## src/rtl/layer_compositor_if.sv

```systemverilog
// Pixel-stream bundle between sprite layers and the compositor output stage.
// master drives layer/video inputs; slave is the compositor.
interface layer_compositor_if #(
    parameter int NUM_LAYERS = 4
);
    localparam int NPAIR = NUM_LAYERS * (NUM_LAYERS - 1) / 2;

    logic                     fsync;
    logic                     de_in;
    logic [NUM_LAYERS-1:0]    layer_active;
    logic [NUM_LAYERS*24-1:0] layer_rgb;
    logic                     override_en;
    logic [23:0]              override_rgb;
    logic [23:0]              pixel_out;
    logic                     de_out;
    logic [NPAIR-1:0]         hit_flags;
    logic                     hit_valid;
    logic                     any_hit;

    modport master (
        output fsync, de_in, layer_active, layer_rgb, override_en, override_rgb,
        input  pixel_out, de_out, hit_flags, hit_valid, any_hit
    );

    modport slave (
        input  fsync, de_in, layer_active, layer_rgb, override_en, override_rgb,
        output pixel_out, de_out, hit_flags, hit_valid, any_hit
    );
endinterface

```

## src/rtl/layer_compositor.sv

```systemverilog
// N-layer pixel compositor (priority or OR mix) with a 2-cycle pipeline,
// plus a per-frame pairwise collision detector latched on fsync.
module layer_compositor #(
    parameter int                                      NUM_LAYERS = 4,
    parameter int                                      MIX_MODE   = 0,
    parameter logic [23:0]                             BG_RGB     = 24'h000000,
    parameter logic [NUM_LAYERS*(NUM_LAYERS-1)/2-1:0]  PAIR_MASK  = '1
) (
    input  logic               pixel_clk,
    input  logic               rst,
    layer_compositor_if.slave  bus
);
    localparam int NPAIR = NUM_LAYERS * (NUM_LAYERS - 1) / 2;

    logic                     de_reg;
    logic                     override_en_reg;
    logic [23:0]              override_rgb_reg;
    logic [NUM_LAYERS-1:0]    active_reg;
    logic [NUM_LAYERS*24-1:0] rgb_reg;

    logic [23:0]              pixel_out_reg;
    logic                     de_out_reg;
    logic [23:0]              pixel_next;
    logic [23:0]              mix_rgb;
    logic [23:0]              masked_rgb [NUM_LAYERS];

    logic [NPAIR-1:0]         pair_hit;
    logic [NPAIR-1:0]         hit_now;
    logic [NPAIR-1:0]         accum_reg;
    logic [NPAIR-1:0]         latch_next;
    logic [NPAIR-1:0]         hit_flags_reg;
    logic                     hit_valid_reg;
    logic                     any_hit_reg;

    always_ff @(posedge pixel_clk) begin
        if (rst) begin
            de_reg           <= 1'b0;
            override_en_reg  <= 1'b0;
            override_rgb_reg <= '0;
            active_reg       <= '0;
            rgb_reg          <= '0;
        end else begin
            de_reg           <= bus.de_in;
            override_en_reg  <= bus.override_en;
            override_rgb_reg <= bus.override_rgb;
            active_reg       <= bus.layer_active;
            rgb_reg          <= bus.layer_rgb;
        end
    end

    generate
        for (genvar gi = 0; gi < NUM_LAYERS; gi++) begin : g_mask
            assign masked_rgb[gi] = active_reg[gi] ? rgb_reg[24*gi +: 24] : 24'h000000;
        end
    endgenerate

    // Priority mode scans from the highest index down so the lowest active index wins.
    always_comb begin
        mix_rgb = '0;
        if (MIX_MODE == 1) begin
            for (int i = 0; i < NUM_LAYERS; i++) begin
                mix_rgb = mix_rgb | masked_rgb[i];
            end
        end else begin
            for (int i = NUM_LAYERS - 1; i >= 0; i--) begin
                if (active_reg[i]) begin
                    mix_rgb = masked_rgb[i];
                end
            end
        end
    end

    always_comb begin
        pixel_next = '0;
        if (!de_reg) begin
            pixel_next = '0;
        end else if (override_en_reg) begin
            pixel_next = override_rgb_reg;
        end else if (|active_reg) begin
            pixel_next = mix_rgb;
        end else begin
            pixel_next = BG_RGB;
        end
    end

    always_ff @(posedge pixel_clk) begin
        if (rst) begin
            pixel_out_reg <= '0;
            de_out_reg    <= 1'b0;
        end else begin
            pixel_out_reg <= pixel_next;
            de_out_reg    <= de_reg;
        end
    end

    // Pair k for (i,j), i<j, enumerated row by row: (0,1),(0,2)..(1,2)..
    generate
        for (genvar gi = 0; gi < NUM_LAYERS - 1; gi++) begin : g_row
            for (genvar gj = gi + 1; gj < NUM_LAYERS; gj++) begin : g_col
                localparam int K = gi * NUM_LAYERS - gi * (gi + 1) / 2 + gj - gi - 1;
                assign pair_hit[K] = bus.layer_active[gi] & bus.layer_active[gj];
            end
        end
    endgenerate

    assign hit_now    = bus.de_in ? (pair_hit & PAIR_MASK) : '0;
    assign latch_next = accum_reg | hit_now;

    always_ff @(posedge pixel_clk) begin
        if (rst) begin
            accum_reg     <= '0;
            hit_flags_reg <= '0;
            hit_valid_reg <= 1'b0;
            any_hit_reg   <= 1'b0;
        end else if (bus.fsync) begin
            accum_reg     <= '0;
            hit_flags_reg <= latch_next;
            hit_valid_reg <= 1'b1;
            any_hit_reg   <= |latch_next;
        end else begin
            accum_reg     <= latch_next;
            hit_valid_reg <= 1'b0;
        end
    end

    assign bus.pixel_out = pixel_out_reg;
    assign bus.de_out    = de_out_reg;
    assign bus.hit_flags = hit_flags_reg;
    assign bus.hit_valid = hit_valid_reg;
    assign bus.any_hit   = any_hit_reg;
endmodule
```

## src/flat_wrapper.sv

```systemverilog
// flat-port wrapper written by rule: the top's interface ports become plain ports
module layer_compositor_flat 
#(
    parameter int                                      NUM_LAYERS = 4,
    parameter int                                      MIX_MODE   = 0,
    parameter logic [23:0]                             BG_RGB     = 24'h000000,
    parameter logic [NUM_LAYERS*(NUM_LAYERS-1)/2-1:0]  PAIR_MASK  = '1
)
  (pixel_clk, rst, bus_fsync, bus_de_in, bus_layer_active, bus_layer_rgb, bus_override_en, bus_override_rgb, bus_pixel_out, bus_de_out, bus_hit_flags, bus_hit_valid, bus_any_hit);
  layer_compositor_if #(.NUM_LAYERS(NUM_LAYERS)) bus_i ();
  input  logic pixel_clk;
  input  logic rst;
  input wire logic [$bits(bus_i.fsync)-1:0] bus_fsync;
  input wire logic [$bits(bus_i.de_in)-1:0] bus_de_in;
  input wire logic [$bits(bus_i.layer_active)-1:0] bus_layer_active;
  input wire logic [$bits(bus_i.layer_rgb)-1:0] bus_layer_rgb;
  input wire logic [$bits(bus_i.override_en)-1:0] bus_override_en;
  input wire logic [$bits(bus_i.override_rgb)-1:0] bus_override_rgb;
  output wire logic [$bits(bus_i.pixel_out)-1:0] bus_pixel_out;
  output wire logic [$bits(bus_i.de_out)-1:0] bus_de_out;
  output wire logic [$bits(bus_i.hit_flags)-1:0] bus_hit_flags;
  output wire logic [$bits(bus_i.hit_valid)-1:0] bus_hit_valid;
  output wire logic [$bits(bus_i.any_hit)-1:0] bus_any_hit;
  assign bus_i.fsync = bus_fsync;
  assign bus_i.de_in = bus_de_in;
  assign bus_i.layer_active = bus_layer_active;
  assign bus_i.layer_rgb = bus_layer_rgb;
  assign bus_i.override_en = bus_override_en;
  assign bus_i.override_rgb = bus_override_rgb;
  assign bus_pixel_out = bus_i.pixel_out;
  assign bus_de_out = bus_i.de_out;
  assign bus_hit_flags = bus_i.hit_flags;
  assign bus_hit_valid = bus_i.hit_valid;
  assign bus_any_hit = bus_i.any_hit;
  layer_compositor #(.NUM_LAYERS(NUM_LAYERS), .MIX_MODE(MIX_MODE), .BG_RGB(BG_RGB), .PAIR_MASK(PAIR_MASK)) u_core (.pixel_clk(pixel_clk), .rst(rst), .bus(bus_i));
endmodule
```

## config.mk

```make
export PLATFORM = sky130hd
export DESIGN_NAME = layer_compositor_flat
export DESIGN_NICKNAME = d
export VERILOG_FILES = /design/src/rtl/layer_compositor_if.sv /design/src/rtl/layer_compositor.sv /design/src/flat_wrapper.sv
export SDC_FILE = /design/constraint.sdc
export NUM_CORES = 1
export LEC_CHECK = 0
export CAP_MARGIN = 20
export CORE_MARGIN = 3
export CORE_UTILIZATION = 49
export CTS_BUF_LIST = sky130_fd_sc_hd__clkbuf_2 sky130_fd_sc_hd__clkbuf_4 sky130_fd_sc_hd__clkbuf_8
export DETAILED_ROUTE_END_ITERATION = 7
export GPL_ROUTABILITY_DRIVEN = 0
export PLACE_DENSITY = 0.81
export SYNTH_ARGS = -nofsm -noshare
export SYNTH_HDL_FRONTEND = slang
export SYNTH_SLANG_ARGS = --single-unit
```

## constraint.sdc

```tcl
create_clock -name pixel_clk -period 2.1 [get_ports pixel_clk]
set_clock_uncertainty 0.2 [all_clocks]
set_input_delay 0.315 -clock pixel_clk [delete_from_list [all_inputs] [get_ports pixel_clk]]
set_output_delay 0.315 -clock pixel_clk [all_outputs]
set_load 0.02 [all_outputs]
```

Clock distribution:
Bar = 20 µm.
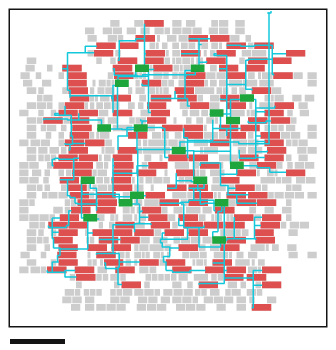
cyan -> clock wires  # length 1490 µm
red -> flip-flops  # count 165
green -> clock drivers  # count 17
routed clock nets = 18

Layout detail:
Region (38, 15) to (78, 55) µm. Cells in gray, sequential cells in the stronger gray; small squares are vias.
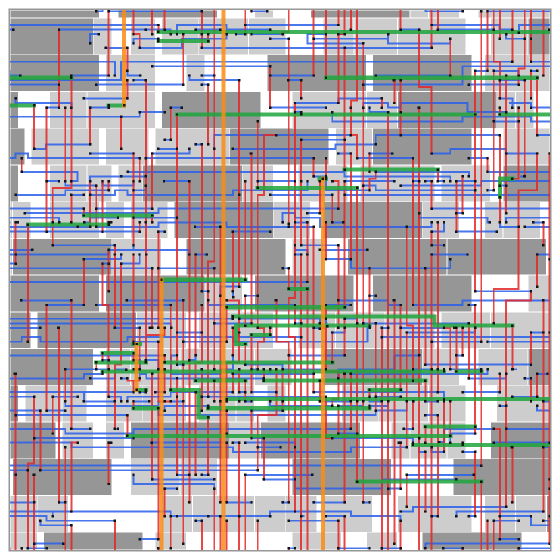
blue -> metal 1
red -> metal 2
orange -> metal 4
green -> metal 3
netlist names of flops here include = `u_core.rgb_reg` (15), `u_core.override_rgb_reg` (7), `u_core.bus.pixel_out` (6)
most frequent = dfxtp_1 (28), nor2b_1 (14)
cells with their middle in the window = 113
sequential cells in the window = 28

Signal wires on met3:
Bar = 20 µm.
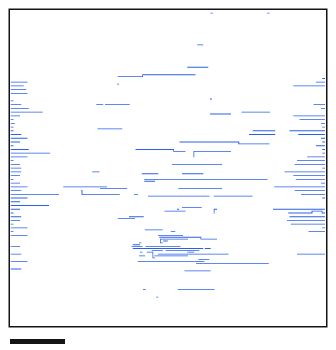
nets with wire on the layer = 124
share of all routed wire = 7.4%
longest straight run = 44.6 µm
main direction = horizontal
Detailed Route WL: 14.2 mm
met3 usage in global routing: 5.00%

==> flow_summary.json <==
{
  "status": "finished, final reports clean",
  "final-clk-cell-share_pct": 4.56,
  "clk_pin_slew_ns": 0.09,
  "compound_area_share_pct": 17.8,
  "dp_hpwl_mm": 10.3,
  "nMultiInputCombCells": 303,
  "inv_count": 26,
  "ys_sh_adder_pct": 0,
  "end_kind": "primary output",
  "ys_types": 26,
  "fin_crit_ns": 1.93,
  "finalSetupViolations": 0,
  "power_frac_seq_pct": 54.9,
  "synth.yosys.warnings": 0,
  "avgRoutedWirePerCell_um": 16.9,
  "flop-count": 165,
  "cts_buffers": 17,
  "syn_to_final_growth_pct": 34.7,
  "setup_ws_ns": 0.167,
  "sh_comb_area_pct": 27.7,
  "logic_area_um2": 2170,
  "antenna_left": 0,
  "drt_iter0_markers": 422,
  "switching_share_pct": 24.8,
  "crit_path_end": "bus_hit_flags[4]",
  "p_leak_nw": 2.81,
  "syn_area_um2": 5820,
  "holdPathStages": 2,
  "synth.ff_latch_count": 165,
  "taps": 143,
  "yosys_cells": 540,
  "cts_hold_buffers": 0,
  "cts_sinks": 165,
  "synth.area.mux_share_pct": 0,
  "highest_layer": "met4",
  "clock_power_mw": 2.02,
  "chipArea_um2": 13200,
  "xor_share_pct": 0,
  "comb_power_share_pct": 12.0,
  "crit_slowest_cell": "clkdlybuf4s50_1",
  "fmaxAchievable_mhz": 517,
  "powerComb_uw": 730,
  "crit_buf_inv": 1,
  "synthFlopType": "dfxtp_1",
  "min_period_over_period_pct": 92.0,
  "layout_top_cell": "dfxtp_1",
  "area_leaders": "dfxtp_1 57%, nor2b_1 14%, a221oi_2 6.2%",
  "stdcell_count": 840,
  "dp_slack_ns": 0.206,
  "ir_drop_v": 0.000463,
  "cp.depth": 1,
  "min_path_type": "in2reg",
  "diodes": 0,
  "final_hold_viol_count": 0,
  "bufAreaShareNonClock_pct": 22.1,
  "worst-setup-path-type": "reg2out",
  "p_total_mw": 6.09,
  "grt_use_met2_pct": 32.2,
  "holdPathEnd": "u_core.rgb_reg[4]$_SDFF_PP0_",
  "top_cells_by_count": "165 x dfxtp_1, 127 x nor2b_1, 28 x clkbuf_1, 26 x inv_1",
  "logic_family": "simple AND/OR/NAND/NOR gates",
  "rsz0062_at_grt": "false",
  "simple_gate_share_pct": 19.5,
  "cp_top_family": "buffers and inverters",
  "top_area_cell": "dfxtp_1",
  "power_switching_mw": 1.51,
  "r2r_cells": 4,
  "grt_pass1_vias": 4346,
  "top_cell_area_share_pct": 56.7,
  "place_area_um2": 7490,
  "enable_flop_cells": 0,
  "chipHeight_um": 115,
  "ys_seq_share_pct": 56.7,
  "clkbuf_count": 20,
  "pin_count": 162,
  "critical_path.startpoint_type": "register",
  "signal_buffers": 171,
  "p_int_mw": 4.58,
  "worstMarginPinSlew_ns": 0.556,
  "arrival_ns": 1.42,
  "critPathLaunch": "u_core.bus.hit_flags[4]$_SDFFE_PP0P_",
  "grt_max_degree": 102,
  "regArea_um2": 3310,
  "drive_gt1_share_pct": 10.2,
  "port_buffers": 161,
  "r2r-end": "u_core.bus.pixel_out[16]$_SDFF_PP0_",
  "vias_per_cell": 5.20,
  "nets": 813,
  "final-max-slew-violation-count": 0,
  "path_cells": "clkdlybuf4s50_1",
  "ys_chip_area_um2": 5820,
  "root_buffer": "clkbuf_8",
  "powerSeq_mw": 3.34,
  "rrSetupSlack_ns": 0.17,
  "crit_required_ns": 1.58,
  "nFillCells": 835,
  "cts_resized": 0,
  "initial_core_util_pct": 50.6,
  "syn_inst": 540,
  "clock_latency_ns": 0.43,
  "relSlewSlack_pct": 62.9,
  "lay_top_cells": "163 x dfxtp_1, 160 x clkdlybuf4s50_1, 127 x nor2b_1, 26 x inv_1",
  "vias": 4364,
  "final_area_um2": 7840,
  "grt_first_pass_wirelength_mm": 22.1,
  "largest_class": "registers",
  "grt_remaining_overflow": 0,
  "path_max_fanout": 2,
  "hp-start": "rst",
  "htreeDepth": 4,
  "seq_area_share_pct": 42.1,
  "grt.busiest_layer": "met2",
  "cpPeakStageDelay_ns": 0.64,
  "fp_nets": 669,
  "warning_count": 28,
  "met1Wirelength_mm": 6.52,
  "first_pass_iters": 5,
  "largest_reg_flops": 96,
  "ys_async_sr_fraction_pct": 0,
  "die_x_um": 115,
  "gr-usage-met1_pct": 30.8,
  "hold_ws_ns": 0.0807,
  "fp.coreArea_um2": 11500,
  "rows": 39,
  "grt_usage_pct": 21.6,
  "dp.cells": 808,
  "p_per_area_nw_per_um2": 777,
  "top_power_group": "sequential cells",
  "drc": 0,
  "cts_setup_buffers": 0,
  "antenna_found_initial": 0,
  "setup_tns_ns": 0,
  "top_cell": "dfxtp_1",
  "cap_violations": 0,
  "route.met2.wl_mm": 6.41,
  "clock_path_buffers": 2,
  "cts_tree": "yes",
  "syn_avg_cell_area_um2": 10.8
}
